--- config.mk ---
export PLATFORM = sky130hd
export DESIGN_NAME = keypad_loader
export DESIGN_NICKNAME = d
export VERILOG_FILES = /design/src/rtl/keypad_loader.sv
export SDC_FILE = /design/constraint.sdc
export NUM_CORES = 1
export LEC_CHECK = 0
export CORE_ASPECT_RATIO = 1.75
export CORE_UTILIZATION = 49
export CTS_BUF_LIST = sky130_fd_sc_hd__clkbuf_16
export DETAILED_ROUTE_END_ITERATION = 8
export PLACE_DENSITY_LB_ADDON = 0.3
export REMOVE_ABC_BUFFERS = 1
export SLEW_MARGIN = 0
export SYNTH_ARGS = -nofsm -noshare
export SYNTH_HDL_FRONTEND = slang
export SYNTH_SLANG_ARGS = --single-unit
export TNS_END_PERCENT = 30
--- constraint.sdc ---
create_clock -name clk -period 2.17 [get_ports clk]
set_clock_uncertainty 0.15 [all_clocks]
set_input_delay 0.651 -clock clk [delete_from_list [all_inputs] [get_ports clk]]
set_output_delay 0.651 -clock clk [all_outputs]
set_load 0.03 [all_outputs]
--- src/rtl/keypad_loader.sv ---
// keypad_loader: collects MM:SS BCD digits from the keypad, parallel-loads the
// timer digit counters, gates the 1 Hz count enable and reports completion.
module keypad_loader #(
    parameter int unsigned NDIG = 4
) (
    input  logic       clk,
    input  logic       clrn,
    input  logic [3:0] key,
    input  logic       key_valid,
    input  logic       start,
    input  logic       cancel,
    input  logic       tick,
    input  logic       timer_zero,
    output logic [3:0] sec_ones,
    output logic [3:0] sec_tens,
    output logic [3:0] min_ones,
    output logic [3:0] min_tens,
    output logic       loadn,
    output logic       en,
    output logic       running,
    output logic       done
);

    localparam int unsigned DIG_W = 4;
    localparam int unsigned CNT_W = 3;
    localparam logic [DIG_W-1:0] MAX_DIGIT  = DIG_W'(9);
    localparam logic [DIG_W-1:0] MAX_STENS  = DIG_W'(5);
    localparam logic [CNT_W-1:0] FULL_COUNT = CNT_W'(NDIG);

    typedef enum logic [2:0] {
        ST_IDLE  = 3'd0,
        ST_ENTRY = 3'd1,
        ST_LOAD  = 3'd2,
        ST_RUN   = 3'd3,
        ST_PAUSE = 3'd4
    } state_e;

    // Entry register: index 0 = sec_ones, 1 = sec_tens, 2 = min_ones, 3 = min_tens
    typedef logic [NDIG-1:0][DIG_W-1:0] digits_t;

    state_e           state_q, state_d;
    digits_t          dig_q, dig_d;
    logic [CNT_W-1:0] cnt_q, cnt_d;
    logic             loadn_q, loadn_d;
    logic             running_q, running_d;
    logic             done_q, done_d;

    logic key_ok;
    logic start_ok;

    assign key_ok   = key_valid && (key <= MAX_DIGIT);
    assign start_ok = (dig_q[1] <= MAX_STENS) && (dig_q != '0);

    // State, entry register and registered strobes
    always_ff @(posedge clk or negedge clrn) begin
        if (!clrn) begin
            state_q   <= ST_IDLE;
            dig_q     <= '0;
            cnt_q     <= '0;
            loadn_q   <= 1'b1;
            running_q <= 1'b0;
            done_q    <= 1'b0;
        end else begin
            state_q   <= state_d;
            dig_q     <= dig_d;
            cnt_q     <= cnt_d;
            loadn_q   <= loadn_d;
            running_q <= running_d;
            done_q    <= done_d;
        end
    end

    // Next-state, entry register update and next values of registered strobes
    always_comb begin
        state_d = state_q;
        dig_d   = dig_q;
        cnt_d   = cnt_q;
        done_d  = 1'b0;

        unique case (state_q)
            ST_IDLE: begin
                if (key_ok) begin
                    dig_d    = '0;
                    dig_d[0] = key;
                    cnt_d    = CNT_W'(1);
                    state_d  = ST_ENTRY;
                end
            end
            ST_ENTRY: begin
                if (cancel) begin
                    dig_d   = '0;
                    cnt_d   = '0;
                    state_d = ST_IDLE;
                end else if (start) begin
                    // Any key arriving with start is dropped, accepted or not
                    if (start_ok) begin
                        state_d = ST_LOAD;
                    end
                end else if (key_ok && (cnt_q < FULL_COUNT)) begin
                    dig_d = {dig_q[NDIG-2:0], key};
                    cnt_d = cnt_q + CNT_W'(1);
                end
            end
            ST_LOAD: begin
                state_d = ST_RUN;
            end
            ST_RUN: begin
                // Completion wins over a simultaneous cancel
                if (timer_zero) begin
                    done_d  = 1'b1;
                    dig_d   = '0;
                    cnt_d   = '0;
                    state_d = ST_IDLE;
                end else if (cancel) begin
                    state_d = ST_PAUSE;
                end
            end
            ST_PAUSE: begin
                if (cancel) begin
                    dig_d   = '0;
                    cnt_d   = '0;
                    state_d = ST_IDLE;
                end else if (start) begin
                    state_d = ST_RUN;
                end
            end
            default: begin
                dig_d   = '0;
                cnt_d   = '0;
                state_d = ST_IDLE;
            end
        endcase

        loadn_d   = (state_d != ST_LOAD);
        running_d = (state_d == ST_RUN);
    end

    // Count enable: only in RUN, and never once the chain reads 00:00
    always_comb begin
        en = 1'b0;
        if ((state_q == ST_RUN) && tick && !timer_zero) begin
            en = 1'b1;
        end
    end

    assign sec_ones = dig_q[0];
    assign sec_tens = dig_q[1];
    assign min_ones = dig_q[2];
    assign min_tens = dig_q[3];
    assign loadn    = loadn_q;
    assign running  = running_q;
    assign done     = done_q;

endmodule

run_1/gates.png
The bar under the picture is 10 um long.
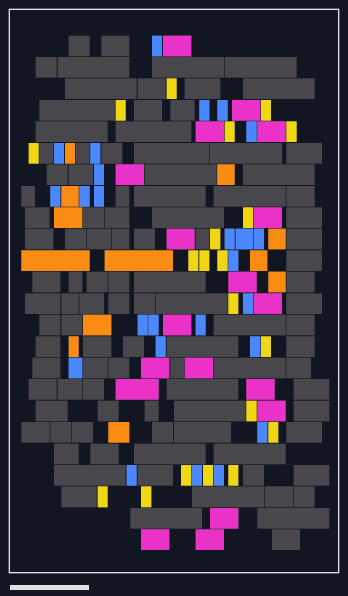
nand cells -> blue  # cells 25
inv cells -> yellow  # cells 20
nor cells -> orange  # cells 12
mux cells -> magenta  # cells 18

run_1/sizing.png
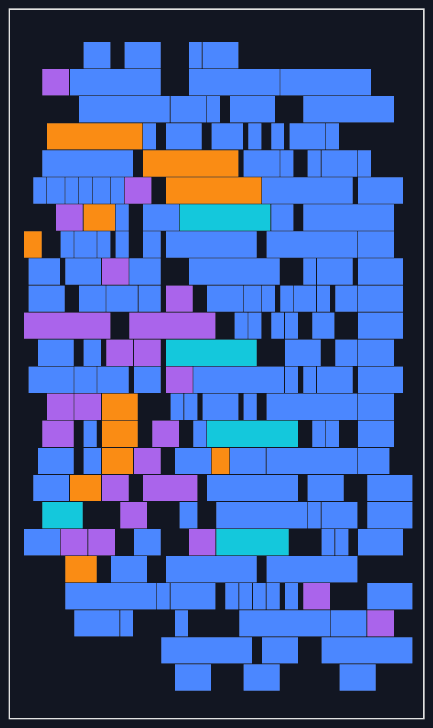
x1 and smaller -> blue  # cells 138, share 78%
x2 -> orange  # cells 11, share 6.2%
x3 and x4 -> purple  # cells 23, share 13%
x6 and larger -> cyan  # cells 5, share 2.8%

run_1/m3.png
Cells faint in the background.
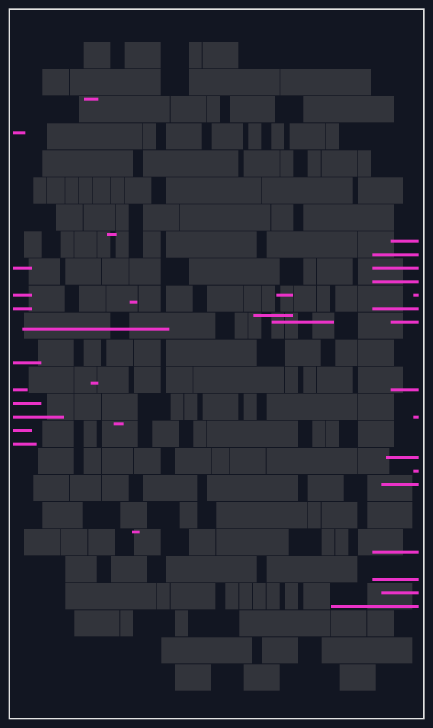
share of all routed wire = 3.3%
longest straight run = 14.5 um
main direction = horizontal
nets with wire on the layer = 31
wire length on this layer = 102 um

==> Slide: Implementation Results, run 1 <==
Implementation Results

Pwr
  • Static leakage: 1.03 nW
  • PD cells: 908 mW/mm2
  • Net switching power figure: 0.000592 W
  • Switch share: 34.8%
  • Clk pwr share: 23.3%

Synthesis
  • Synth Area per Inst: 10.3 um2
  • Ys flop type: dfrtp_1
  • # Cells Yosys: 130
  • Register area share after synthesis: 46.8%
  • Area reported by Yosys stat: 0.00134 mm2

CTS
  • CTS buffer count: 3
  • Post-CTS resize count: 10
  • CTS tree: yes
  • Worst skew pair latency: 0.25 ns

Final layout
  • Diodes inserted: 0
  • Seq. cell area: 629 um2
  • P&R area growth vs syn: 40.1%

Route
  • Initial DRC Count: 37
  • DR DRC count: 0
  • Via count: 1125
  • Final wirelength: 3.15 mm

Global route
  • Initial antenna violation count: 0

Placement
  • Detailed Place HPWL: 2.30 mm
  • Port bufs: 30
  • Placement Setup Slack: -0.378 ns
  • Placed cell areas: 0.00174 mm2

Status
  • Outcome: finished, final reports clean

Setup path
  • Cell family with the largest share of critical-path delay: buffers and inverters
  • CP required: 1.37 ns
  • Crit end category: output port
  • Worst-path maximum fanout: 4
  • CP Cell Sequence: clkdlybuf4s50_1
  • Crit-path slowest cell: clkdlybuf4s50_1
  • CP Launch Type: flop

Floorplanning
  • IO Pins: 31
  • Core area: 0.00255 mm2

Final timing
  • Hold WS: 0.380 ns
## run 1: metal layers
layer	global-route usage (%)	vias to the layer above	share of wire, %
li1	-	530	-
met1	24.8	549	37
met2	45.8	38	57
met3	2.81	8	3.2
met4	11.5	0	2.9
met5	0	-	0
## run 1: stage by stage
stage | utilization (%) | setup TNS, ns | total power [W] | instances
floorplan | - | -1.61 | 0.00101 | 123
global placement | 68.2 | -5.38 | 0.00129 | 197
detailed placement | 68.2 | -7.12 | 0.00132 | 197
CTS | 72.1 | -0.00177 | 0.00172 | 202
global route | 73.5 | 0 | 0.00180 | 203
finish | 73.5 | 0 | 0.00170 | 203
## run 1: power groups by stage
stage                     Sequential [W]  Combinational (W)  Clock (W)
final                           0.000639           0.000667   0.000397
after global routing            0.000657           0.000715   0.000426
after CTS                       0.000641           0.000673   0.000401
after detailed placement        0.000649           0.000667          0
after global placement          0.000646           0.000646          0
after floorplan                 0.000753           0.000261          0
## run 1: path summary, 6_finish.rpt
kind                        startpoint           to  slack, ns  depth (start not counted)
max                        sec_ones[2]  sec_ones[2]       0.03                          1
min                           cnt_q[1]     cnt_q[1]       0.38                          2
max reg2reg                 state_q[0]     cnt_q[0]       0.31                          5
min reg2reg                   cnt_q[1]     cnt_q[1]       0.38                          2
max in group asynchronous         clrn        loadn       0.98                          2
min in group asynchronous         clrn  min_tens[3]       0.60                          2
## run 1: cells by family after synthesis
group	Yosys count	share of synthesized area (%)
adder cells (fa/ha/maj)	1	0.934
flip-flops	25	46.8
multiplexers	18	13.8
AND/OR/NAND/NOR	43	19.0
AND-OR/OR-AND	16	8.12
buffers and inverters	27	11.4
## run 1: cells in the mapped netlist (2+ instances only)
cell type  instances  area, um2
dfrtp_1           24        601
nand2_1           23       86.3
inv_1             20       75.1
mux2i_1           17        170
a21oi_1            4       20.0
buf_6              4       45.0
nor4_1             4       25.0
and3_1             2       12.5
nor2_1             2       7.51
nor4b_4            2       47.6
o21ai_0            2       10.0
o21ai_1            2       10.0
## run 1: layout make-up
cell class / instances / share of cell area (%)
multi-input cells: 78 / 30.7
clock inverters: 1 / 0.267
flip-flops and latches: 25 / 33.5
repair buffers: 50 / 25.7
clock buffers: 3 / 4.00
well taps: 26 / 1.73
inverters: 20 / 4.00
## run 1: sequential cells by signal (all words and copies together) (netlist names)
| signal | count |
|---|---|
| running | 1 |
| sec_tens | 4 |
| done | 1 |
| cnt_q | 3 |
| min_ones | 4 |
| min_tens | 4 |
| state_q | 3 |
| loadn | 1 |
| sec_ones | 4 |
## run 1: cell usage in the layout, fill, tap and decap left out, types with 2 or more instances in the layout
| master | count |
|---|---|
| dfrtp_1 | 22 |
| dlygate4sd2_1 | 3 |
| nor4_1 | 4 |
| inv_1 | 20 |
| buf_4 | 19 |
| and3_1 | 2 |
| nand2_1 | 23 |
| dlymetal6s2s_1 | 11 |
| a21oi_1 | 3 |
| nor2_1 | 2 |
| clkbuf_16 | 3 |
| nor4b_4 | 2 |
| o21ai_2 | 2 |
| clkdlybuf4s50_1 | 14 |
| a21oi_2 | 2 |
| dfrtp_2 | 2 |
| mux2i_1 | 17 |
| o21ai_1 | 2 |
==> run 2: changes to the inputs <==
- PLACE_DENSITY: default -> 0.88
- PLACE_DENSITY_LB_ADDON: 0.3 -> default
run_2/gates.png
The bar under the picture is 10 um long.
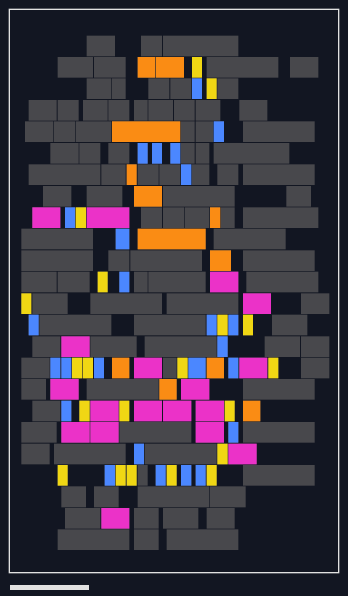
nand cells -> blue  # cells 25
nor cells -> orange  # cells 12
inv cells -> yellow  # cells 20
mux cells -> magenta  # cells 18
final cell count without fillers: 199
logic share of the area: 31.2%
most instantiated logic cell after routing: nand2_1

run_2/clock_wires.png
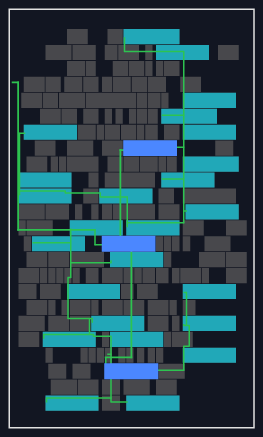
clock wires -> green  # length 291 um
clock-net drivers -> blue  # count 3
flip-flops -> cyan  # count 25
routed clock nets = 4

==> Slide: Implementation Results, run 2 <==
Implementation Results

Synthesis
  • Ys flop type: dfrtp_1
  • # Cells Yosys: 130 (unchanged)
  • Top cells by area: dfrtp_1 (45%), mux2i_1 (13%), nand2_1 (6.4%)
  • Register area share after synthesis: 46.8% (unchanged)
  • Dominant cell by count in the synthesized netlist: dfrtp_1
  • Area reported by Yosys stat: 0.00134 mm2 (unchanged)
  • Yosys Warn Count: 0
  • Synth Area per Inst: 10.3 um2 (unchanged)
  • Synth area leader: dfrtp_1
  • Synthesized registers: 25
  • Post-Syn Instances: 130
  • Synth cell count leaders: dfrtp_1 (24), nand2_1 (23), inv_1 (20), mux2i_1 (17)
  • Synth top area share: 44.8% (unchanged)

Setup path
  • CP required: 2.20 ns (+0.83 ns)
  • Worst-path maximum fanout: 8 (+4)
  • Crit-path slowest cell: clkdlybuf4s50_1
  • Crit end category: flop
  • Critical path type: in2reg
  • CP Cell Sequence: clkdlybuf4s50_1, o21ai_2, buf_6, a21oi_4, and3b_2, clkbuf_16, mux2i_1
  • Register-to-Register Path Depth: 6 (+1)
  • CP Launch Type: primary input

Global route
  • Busiest layer in global routing: met2
  • Initial antenna violation count: 0 (unchanged)
  • Largest net degree at the start of global routing: 26
  • Met1 Resource Use GR: 25.6% (+0.80 points)
  • Met2 usage: 38.0% (-7.8 points)
  • Met3 capacity usage during global routing: 2.55% (-0.26 points)
  • Gr ovfl total: 0

Final layout
  • Most numerous logic cells after layout: nand2_1 (23), dfrtp_1 (22), inv_1 (21)
  • Layout filler cell count: 166
  • Diodes inserted: 0 (unchanged)
  • Share of cells above drive strength 1: 19.1%
  • Util after Layout: 72.9% (-0.59 points)
  • Final nets: 186
  • P&R area growth vs syn: 38.9%

Status
  • Failing checks: setup timing
  • Outcome: finished, violations left

Final timing
  • Total Neg Setup Slack: -0.0120 ns (-0.0120 ns)
  • # setup viols final: 1
  • Setup slack after layout: -0.0120 ns
  • Fmax: 458 MHz

Placement
  • Detailed Place HPWL: 2.23 mm (-2.8%)
  • Placement Setup Slack: -0.397 ns (-0.0190 ns)
  • Port bufs: 30 (unchanged)
  • Placed cell areas: 0.00170 mm2 (-2.2%)
  • Dpl cells: 192 (-2.5%)

Floorplanning
  • Core area: 0.00255 mm2 (unchanged)
  • FP Core Util: 52.5%
  • IO Pins: 31 (unchanged)

CTS
  • CTS tree: yes
  • CTS buffer count: 3 (unchanged)
  • Clk root buf: clkbuf_16
  • H-Tree Depth: 1
  • Worst skew pair latency: 0.26 ns (about the same)

Route
  • Final wirelength: 3.23 mm (+2.8%)
  • First-pass iteration count of the detailed router: 4
  • Initial DRC Count: 45 (+22%)
  • DR DRC count: 0 (unchanged)
  • Via count: 1130 (+0.44%)

Run
  • # Max-Cap Violations: 0
  • Tool warning count: 25

Pwr
  • Static leakage: 0.990 nW (-3.7%)
  • PD cells: 923 mW/mm2 (+1.7%)

Worst hold path
  • Worst Hold Depth: 1 (-1)
run_2/sizing.png
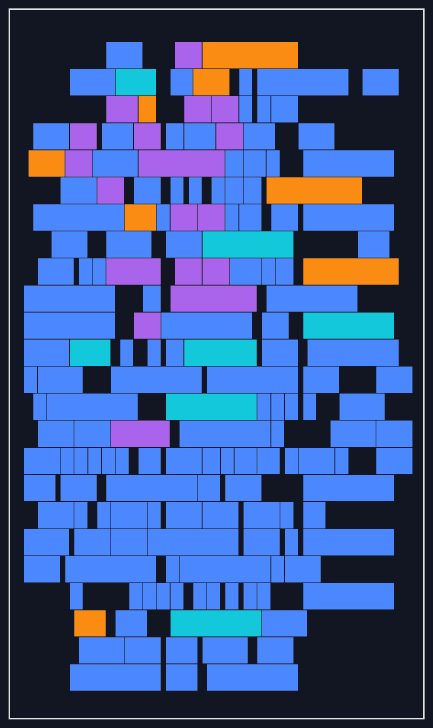
x6 and larger -> cyan  # cells 7, share 4.0%
x1 and smaller -> blue  # cells 140, share 81%
x3 and x4 -> purple  # cells 18, share 10%
x2 -> orange  # cells 8, share 4.6%

[run 2: cell counts after synthesis]
Identical to the previous run, type by type.
[run 2: final cells by class]
| class | instances | area (um2) | area share (%) |
|---|---|---|---|
| Sequential cell | 25 | 629 | 33.8 |
| Timing Repair Buffer | 46 | 465 | 25.0 |
| Multi-Input combinational cell | 78 | 581 | 31.2 |
| Tap cell | 26 | 32.5 | 1.75 |
| Inverter | 20 | 75.1 | 4.03 |
| Clock inverter | 1 | 3.75 | 0.202 |
| Clock buffer | 3 | 75.1 | 4.03 |
[run 2: logic make-up (layout without fill, tap and decap cells)]
family | after synthesis | after routing | synth area share, %
AND/OR/NAND/NOR | 43 | 43 | 19.0
buffers and inverters | 27 | 70 | 11.4
flip-flops | 25 | 25 | 46.8
multiplexers | 18 | 18 | 13.8
AND-OR/OR-AND | 16 | 16 | 8.12
adder cells (fa/ha/maj) | 1 | 1 | 0.934
[run 2: worst paths after layout]
check,from,endpoint,slack (ns)
max in group asynchronous,clrn,loadn,0.97
worst max register to register,state_q[1],sec_ones[3],0.16
worst min-delay path,cnt_q[2],cnt_q[2],0.37
min in group asynchronous,clrn,cnt_q[2],0.60
worst min register to register,cnt_q[2],cnt_q[2],0.37
worst max-delay path,key[2],sec_ones[3],-0.01
[run 2: critical path: cells and delay by family]
family	cells	cell delay [ns]
AOI/OAI and AO/OA	2	0.22
muxes	1	0.20
and+or+nand+nor	1	0.35
buffers and inverters	3	0.78
[run 2: per-layer routing]
layer	vias to the layer above	share of wire, %
met4	0	3.0
met2	32	55
met1	568	39
met3	12	2.6
met5	-	0
li1	518	-
[run 2: report_power, final]
group          internal (W)  switching (W)  total, W
clock network      0.000246       0.000155  0.000401
registers          0.000550      0.0000903  0.000640
logic              0.000314       0.000364  0.000678
total               0.00111       0.000609   0.00172
[run 2: through the flow]
step	power (W)	hold slack, ns
detailed placement	0.00130	0.361
finish	0.00172	0.372
floorplan	0.00101	0.205
global placement	0.00127	0.360
CTS	0.00169	0.374
global route	0.00179	0.380
[run 2: what timing repair did]
item,CTS,global route
setup endpoints to repair,25,19
resized,10,18
setup buffers,1,1
gates cloned,0,1
pin swaps,1,2
Power is estimated from default activity; no workload was simulated.
